$ cat src/rtl/sms_trigger_driver.sv
// Gate/pulse sequencer for an SMS trigger-binary card: clear/set/toggle/sense
// commands over valid/ready, then confirms the trigger reached the target.
// Ports:
//   clk, reset_left        clock, async active-high reset
//   cmd_valid/cmd_op/cmd_ready  command handshake (00 clr, 01 set, 10 tgl, 11 sense)
//   trig_b, trig_p         trigger complementary outputs (read back)
//   gate_left/right        registered gate levels
//   ac_set_left/right      registered AC-set pulses
//   done, err, state_out   one-cycle completion strobe with result
module sms_trigger_driver #(
    parameter int GATE_SETUP      = 2,
    parameter int PULSE_WIDTH     = 3,
    parameter int GATE_HOLD       = 1,
    parameter int CONFIRM_TIMEOUT = 4
) (
    input  logic       clk,
    input  logic       reset_left,
    input  logic       cmd_valid,
    input  logic [1:0] cmd_op,
    output logic       cmd_ready,
    input  logic       trig_b,
    input  logic       trig_p,
    output logic       gate_left,
    output logic       ac_set_left,
    output logic       gate_right,
    output logic       ac_set_right,
    output logic       done,
    output logic       err,
    output logic       state_out
);

    localparam int M1 = (GATE_SETUP > PULSE_WIDTH) ? GATE_SETUP : PULSE_WIDTH;
    localparam int M2 = (GATE_HOLD > CONFIRM_TIMEOUT) ? GATE_HOLD : CONFIRM_TIMEOUT;
    localparam int MAXC = (M1 > M2) ? M1 : M2;
    localparam int CW = (MAXC < 2) ? 1 : $clog2(MAXC);

    localparam logic [1:0] OP_CLR = 2'b00;
    localparam logic [1:0] OP_SET = 2'b01;
    localparam logic [1:0] OP_TGL = 2'b10;
    localparam logic [1:0] OP_SNS = 2'b11;

    localparam logic [CW-1:0] LD_SETUP = CW'(GATE_SETUP - 1);
    localparam logic [CW-1:0] LD_PULSE = CW'(PULSE_WIDTH - 1);
    localparam logic [CW-1:0] LD_HOLD  = CW'(GATE_HOLD - 1);
    localparam logic [CW-1:0] LD_CONF  = CW'(CONFIRM_TIMEOUT - 1);

    typedef enum logic [2:0] {
        IDLE,
        SETUP,
        PULSE,
        HOLD,
        CONFIRM,
        REPORT
    } state_t;

    state_t        state, next_state;
    logic [CW-1:0] cnt, cnt_next;
    logic [1:0]    op_q, op_next;
    logic          exp_q, exp_next;
    logic          rdy_q;
    logic          fin_err;
    logic          accept;
    logic          match;
    logic          conflict;
    logic          use_l, use_r;
    logic          in_gate, in_ac;

    assign accept   = cmd_valid && rdy_q;
    assign match    = (trig_b == exp_q) && (trig_p == !trig_b);
    assign conflict = (trig_b == trig_p);

    always_ff @(posedge clk or posedge reset_left) begin
        if (reset_left) begin
            state <= IDLE;
            cnt   <= '0;
            op_q  <= OP_CLR;
            exp_q <= 1'b0;
        end else begin
            state <= next_state;
            cnt   <= cnt_next;
            op_q  <= op_next;
            exp_q <= exp_next;
        end
    end

    always_comb begin
        next_state = state;
        cnt_next   = cnt;
        op_next    = op_q;
        exp_next   = exp_q;
        fin_err    = 1'b0;
        case (state)
            IDLE: begin
                if (accept) begin
                    op_next = cmd_op;
                    case (cmd_op)
                        OP_CLR:  exp_next = 1'b0;
                        OP_SET:  exp_next = 1'b1;
                        OP_TGL:  exp_next = !trig_b;
                        default: exp_next = trig_b;
                    endcase
                    if (cmd_op == OP_SNS) begin
                        next_state = CONFIRM;
                        cnt_next   = LD_CONF;
                    end else begin
                        next_state = SETUP;
                        cnt_next   = LD_SETUP;
                    end
                end
            end
            SETUP: begin
                if (cnt == '0) begin
                    next_state = PULSE;
                    cnt_next   = LD_PULSE;
                end else begin
                    cnt_next = cnt - 1'b1;
                end
            end
            PULSE: begin
                if (cnt == '0) begin
                    next_state = HOLD;
                    cnt_next   = LD_HOLD;
                end else begin
                    cnt_next = cnt - 1'b1;
                end
            end
            HOLD: begin
                if (cnt == '0) begin
                    next_state = CONFIRM;
                    cnt_next   = LD_CONF;
                end else begin
                    cnt_next = cnt - 1'b1;
                end
            end
            CONFIRM: begin
                // b==p can never satisfy match, so it falls to the error arm
                if (match) begin
                    next_state = REPORT;
                    cnt_next   = '0;
                end else if (conflict || cnt == '0) begin
                    next_state = REPORT;
                    cnt_next   = '0;
                    fin_err    = 1'b1;
                end else begin
                    cnt_next = cnt - 1'b1;
                end
            end
            REPORT: begin
                next_state = IDLE;
                cnt_next   = '0;
            end
            default: begin
                next_state = IDLE;
                cnt_next   = '0;
            end
        endcase
    end

    // Outputs are decoded from the next state so they are glitch-free flops
    assign use_l   = (op_next == OP_CLR) || (op_next == OP_TGL);
    assign use_r   = (op_next == OP_SET) || (op_next == OP_TGL);
    assign in_gate = (next_state == SETUP) || (next_state == PULSE) ||
                     (next_state == HOLD);
    assign in_ac   = (next_state == PULSE);

    always_ff @(posedge clk or posedge reset_left) begin
        if (reset_left) begin
            rdy_q        <= 1'b0;
            gate_left    <= 1'b0;
            ac_set_left  <= 1'b0;
            gate_right   <= 1'b0;
            ac_set_right <= 1'b0;
            done         <= 1'b0;
            err          <= 1'b0;
            state_out    <= 1'b0;
        end else begin
            rdy_q        <= (next_state == IDLE);
            gate_left    <= in_gate && use_l;
            ac_set_left  <= in_ac && use_l;
            gate_right   <= in_gate && use_r;
            ac_set_right <= in_ac && use_r;
            done         <= (next_state == REPORT);
            err          <= (next_state == REPORT) && fin_err;
            state_out    <= (next_state == REPORT) && trig_b;
        end
    end

    assign cmd_ready = rdy_q;

endmodule

$ cat config.mk
export PLATFORM = sky130hd
export DESIGN_NAME = sms_trigger_driver
export DESIGN_NICKNAME = d
export VERILOG_FILES = /design/src/rtl/sms_trigger_driver.sv
export SDC_FILE = /design/constraint.sdc
export NUM_CORES = 1
export LEC_CHECK = 0
export ABC_AREA = 1
export CAP_MARGIN = 20
export CORE_ASPECT_RATIO = 1.2
export CORE_MARGIN = 4
export CORE_UTILIZATION = 40
export CTS_CLUSTER_DIAMETER = 60
export DETAILED_ROUTE_END_ITERATION = 7
export PLACE_DENSITY_LB_ADDON = 0.25
export REMOVE_ABC_BUFFERS = 1
export SYNTH_ARGS = -nofsm -noshare
export SYNTH_HDL_FRONTEND = slang
export SYNTH_SLANG_ARGS = --single-unit
$ cat constraint.sdc
create_clock -name clk -period 1.3 [get_ports clk]
set_clock_uncertainty 0.1 [all_clocks]
set_input_delay 0.325 -clock clk [delete_from_list [all_inputs] [get_ports clk]]
set_output_delay 0.325 -clock clk [all_outputs]
set_load 0.01 [all_outputs]
Fig. 1: wire density map
Drawn at 6 px/um. The die is cut into 10 by 12 equal tiles; black is low, pale yellow is high, scaled to the fullest tile. Values are wire area over tile area, all layers added.
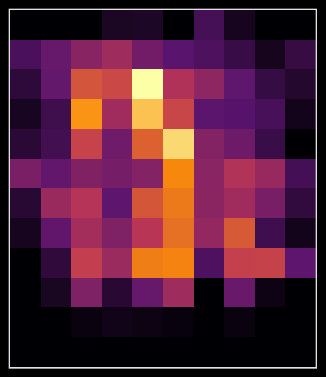
The mean over all tiles is 0.10. 16% of the tiles are over half the peak. The fullest tile reaches 0.41. 22% of the tiles are nearly empty. The densest ninth of the die: center. The emptiest ninth of the die: lower left.
Vias: 833
Routed WL: 2030 um
routed wire length per instance: 11.0 um
all-layer global routing usage: 14.7%

Fig. 2: drive-strength map
Drawn at 8 px/um.
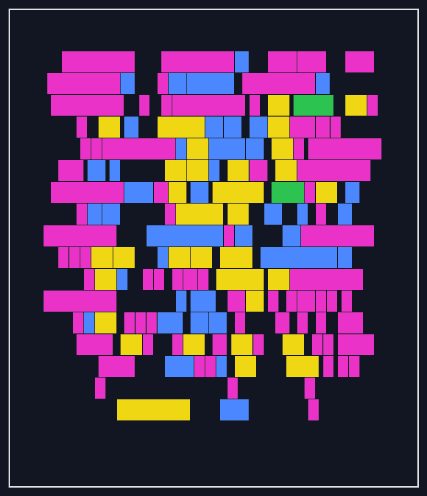
Yellow shows x3 and x4, cells 33, share 21%. Magenta shows x1 and smaller, cells 80, share 52%. Blue shows x2, cells 39, share 25%. Green shows x6 and larger, cells 2, share 1.3%.
Final Instance Area: 1330 sq um
Area Growth Syn to Fin: 49.8%
setup ws final: -0.162 ns
Non-CTS buffers: 36

==> flow_summary_export.csv <==
group,metric,value,unit
die,die_y,59.5,um
power_and_ir_drop,cellLeakagePower,0.731,nW
placement,hpwl,1570,um
setup_path,rrSetupSlack,-0.13,ns
synthesis,ys.flops,16,
timing,slew_viol_final,0,
synthesis,edf_count,0,
global_route,grt_pass1_wl,3350,um
detailed_routing,dr.pass1.iters,4,
power_and_ir_drop,power_frac_seq,27.1,%
power_and_ir_drop,swShare,44.4,%
cts,cts_tree,"done",
cts,cts_made_buffers,3,
placement,dp_slack,-0.520,ns
setup_path,r2r-end,"ac_set_right",
synthesis,syn-instance-count,114,
global_route,grt_pass1_vias,839,
global_route,grt_max_degree,17,
setup_path,cp_num_cells,8,
synthesis,syn-cell-area,885,sq um
timing,rsz0062_at_grt,"yes",
setup_path,path_cells,"clkdlybuf4s50_1 -> nand2_1 -> nor2_1 -> nor2_2 -> nor2_2 -> nand3_2 -> nand2_2 -> nor2_1",
timing,final.setup.worst_slack,-0.162,ns
power_and_ir_drop,fin_total_pwr,3.15,mW
power_and_ir_drop,power_frac_comb,62.6,%
die,die_w,50.9,um
die,die_area,3030,sq um
synthesis,postSynthAreaPerCell,7.76,sq um
min_path,min_path_type,"in -> async",
synthesis,ff_type,"dfrtp_1",
timing,maxSlewHeadroom,86.3,%
setup_path,crit_family,"simple AND/OR/NAND/NOR gates",
timing,finalHoldViolations,0,
global_route,antenna_found_initial,0,
flow_run,warnings,29,
placement,placed_area,1200,sq um
setup_path,cp-endpoint,"gate_right",
cts,h-tree-depth,1,
power_and_ir_drop,power_density,2380,nW/um^2
synthesis,yosysCellCount,114,
setup_path,cp_slowest_cell,"clkdlybuf4s50_1",
final_layout,num_antenna_cells,0,
setup_path,r2r-start,"state[1]",
timing,post-route-period-util,112,%
cts,clock_latency,0.28,ns
cts,clk_pin_slew_worst_paths,0.09,ns
setup_path,setup.worst_path.start,"cmd_op[0]",
setup_path,path_max_fanout,3,
cts,cts.sinks,16,
timing,fmax,684,MHz
die,row_count,18,
setup_path,cp.required,1.38,ns
setup_path,critPathKind,"in -> reg",
cts,cts_hold_buf,0,
power_and_ir_drop,p_sw,1.40,mW
setup_path,crit_buf_inv,1,
timing,tns,-0.913,ns
run_status,outcome,"complete, but fails checks",
timing,setup_viol,9,
run_status,violations,"setup timing",
power_and_ir_drop,ir_drop,1.50,mV
detailed_routing,drc_errors,0,
setup_path,ff2ff_path_depth,5,
synthesis,synth-async-reset-ratio,100,%
cts,cts_root_buffer,"clkbuf_4",
detailed_routing,ant_nets,0,
timing,post-route-min-period,1.46,ns
setup_path,startpoint_type,"input pin",
detailed_routing,drt_iter0_markers,22,
placement,routabilityCongestion,0.781,
cts,clockBufferDepth,2,
synthesis,ys_seq_share,45.3,%
setup_path,worstPathArrival,1.54,ns
setup_path,max_stage_delay,0.48,ns
timing,worstMarginPinSlew,0.204,ns
die,core_area,2090,sq um
synthesis,ys_area,885,sq um
power_and_ir_drop,pwr-share-clk,10.3,%
final_layout,drive_above_1_share,48.1,%
synthesis,synthDistinctLibCells,18,
die,core_util_floorplan,42.2,%
detailed_routing,vias_per_cell,4.53,
setup_path,cp-end-kind,"register",
final_layout,layout.nets,165,
placement,numPortBuffers,14,
synthesis,yosys_warnings,0,
flow_run,maxCapViolations,0,
power_and_ir_drop,p_int,1.75,mW
die,io_pins,15,
global_route,overflow,0,
Fig. 3: the metal 3 layer
Drawn at 8 px/um.
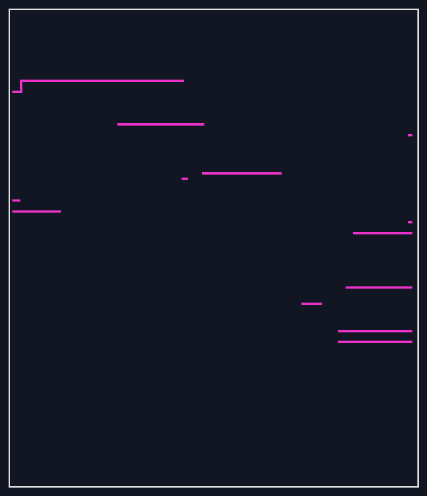
The wires run mostly horizontal. The layer holds 4.2% of the routed length. 11 nets have wire on it. The longest straight run is 20.2 um. The layer carries 85.3 um of wire.
met3 Track Usage GR: 5.04%

Fig. 4: sequential cells grouped by signal name
Drawn at 6 px/um. Other sequential cells in the stronger gray, the rest of the logic in the fainter gray.
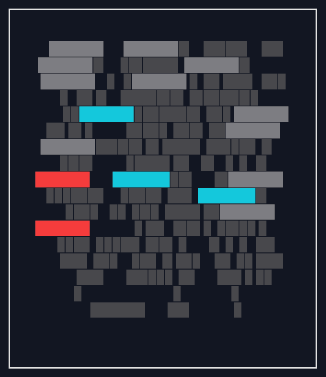
Cyan shows `state`, flops 3. Red shows `cnt`, flops 2.
Another 11 sequential cells are not colored.
Sequential Power: 0.855 mW
Final Util: 63.3%

## worst min-delay path by stage
stage | endpoint | slack [ns] | cells past startpoint | start
floorplan | ac_set_left | 0.14 | 1 | reset_left
global placement | op_q[1] | 0.37 | 2 | op_q[1]
detailed placement | op_q[1] | 0.38 | 2 | op_q[1]
CTS | state[1] | 0.24 | 3 | reset_left
global route | exp_q | 0.25 | 3 | reset_left
finish | cnt[1] | 0.24 | 3 | reset_left
## area by class of cell
cell class                      count  area, sq um
Timing Repair Buffer               36          269
Sequential cell                    16          403
Multi-Input combinational cell     79          503
Clock buffer                        4         36.3
Fill cell                         189          769
Inverter                           19         76.3
Tap cell                           30         37.5
## per-layer routing
layer | share of wire (%) | global-route usage [%]
met5 | 0 | 0
met4 | 0.59 | 3.46
met3 | 4.2 | 5.04
met2 | 54 | 27.3
met1 | 41 | 16.0
## stage by stage
step / cells / hold slack, ns
global route: 184 / 0.254
global placement: 176 / 0.372
floorplan: 114 / 0.139
finish: 184 / 0.242
CTS: 182 / 0.236
detailed placement: 176 / 0.376
## power by group through the flow
stage                     clock [mW]  sequential [mW]  combinational, mW
after floorplan                    0            0.856              0.939
after global placement             0            0.823               1.61
after detailed placement           0            0.828               1.66
after CTS                      0.333            0.839               1.74
after global routing           0.359            0.880               2.21
final                          0.324            0.855               1.98
## sequential cells by signal, indices dropped and copies added (netlist names)
name and cells:
exp_q 1, state 3, done 1, cmd_ready 1, gate_left 1, state_out 1
cnt 2, ac_set_right 1, gate_right 1, op_q 2, ac_set_left 1, err 1
## worst reg2reg max path, delay by kind of cell, from the launching register on
family / cells / cell delay [ns]
XOR/XNOR: 1 / 0.19
AND-OR/OR-AND: 1 / 0.18
flip-flops: 1 / 0.48
AND/OR/NAND/NOR: 3 / 0.37
## synthesized netlist by cell type (3+ instances only)
cell     number  share of area, %
nand2_1      37                16
dfrtp_1      16                45
inv_1        14               5.9
nor2_1       13               5.5
inv_2         5               2.1
nand3_1       4               2.3
nor2_2        4               2.8
ha_1          3               4.2
nand4_1       3               2.1
o21ai_0       3               1.7
## logic make-up after synthesis
logic type                 Yosys count  synth area share [%]
and+or+nand+nor                     68                  36.4
adders and majority gates            3                  4.24
buffers and inverters               19                  8.06
AOI/OAI and AO/OA                    6                  4.10
DFF                                 16                  45.3
xor gates and xnor gates             2                  1.98
## what timing repair did
action / CTS / global route
setup buffers: 2 / 2
pin swaps: 8 / 11
cloned: 0 / 0
gates resized: 49 / 19
endpoints found under the hold margin: 0 / 0
setup endpoints to repair: 22 / 13
## layout by cell type, fill, tap and decap left out, types with 2 or more instances in the layout
| cell | n |
|---|---|
| inv_4 | 2 |
| o21ai_0 | 2 |
| clkdlybuf4s50_1 | 3 |
| nor2_2 | 5 |
| nor2_4 | 2 |
| inv_1 | 8 |
| nor3_4 | 2 |
| buf_4 | 21 |
| inv_2 | 9 |
| ha_1 | 2 |
| dfrtp_2 | 2 |
| nand3_1 | 3 |
| nand4_1 | 3 |
| nand2_1 | 31 |
| clkbuf_4 | 3 |
| dlygate4sd2_1 | 2 |
| buf_2 | 8 |
| nand3_2 | 3 |
| nand2_2 | 8 |
| nor2_1 | 10 |
| dfrtp_1 | 14 |
Power figures rest on the tool's default switching activity, not on a simulated workload.
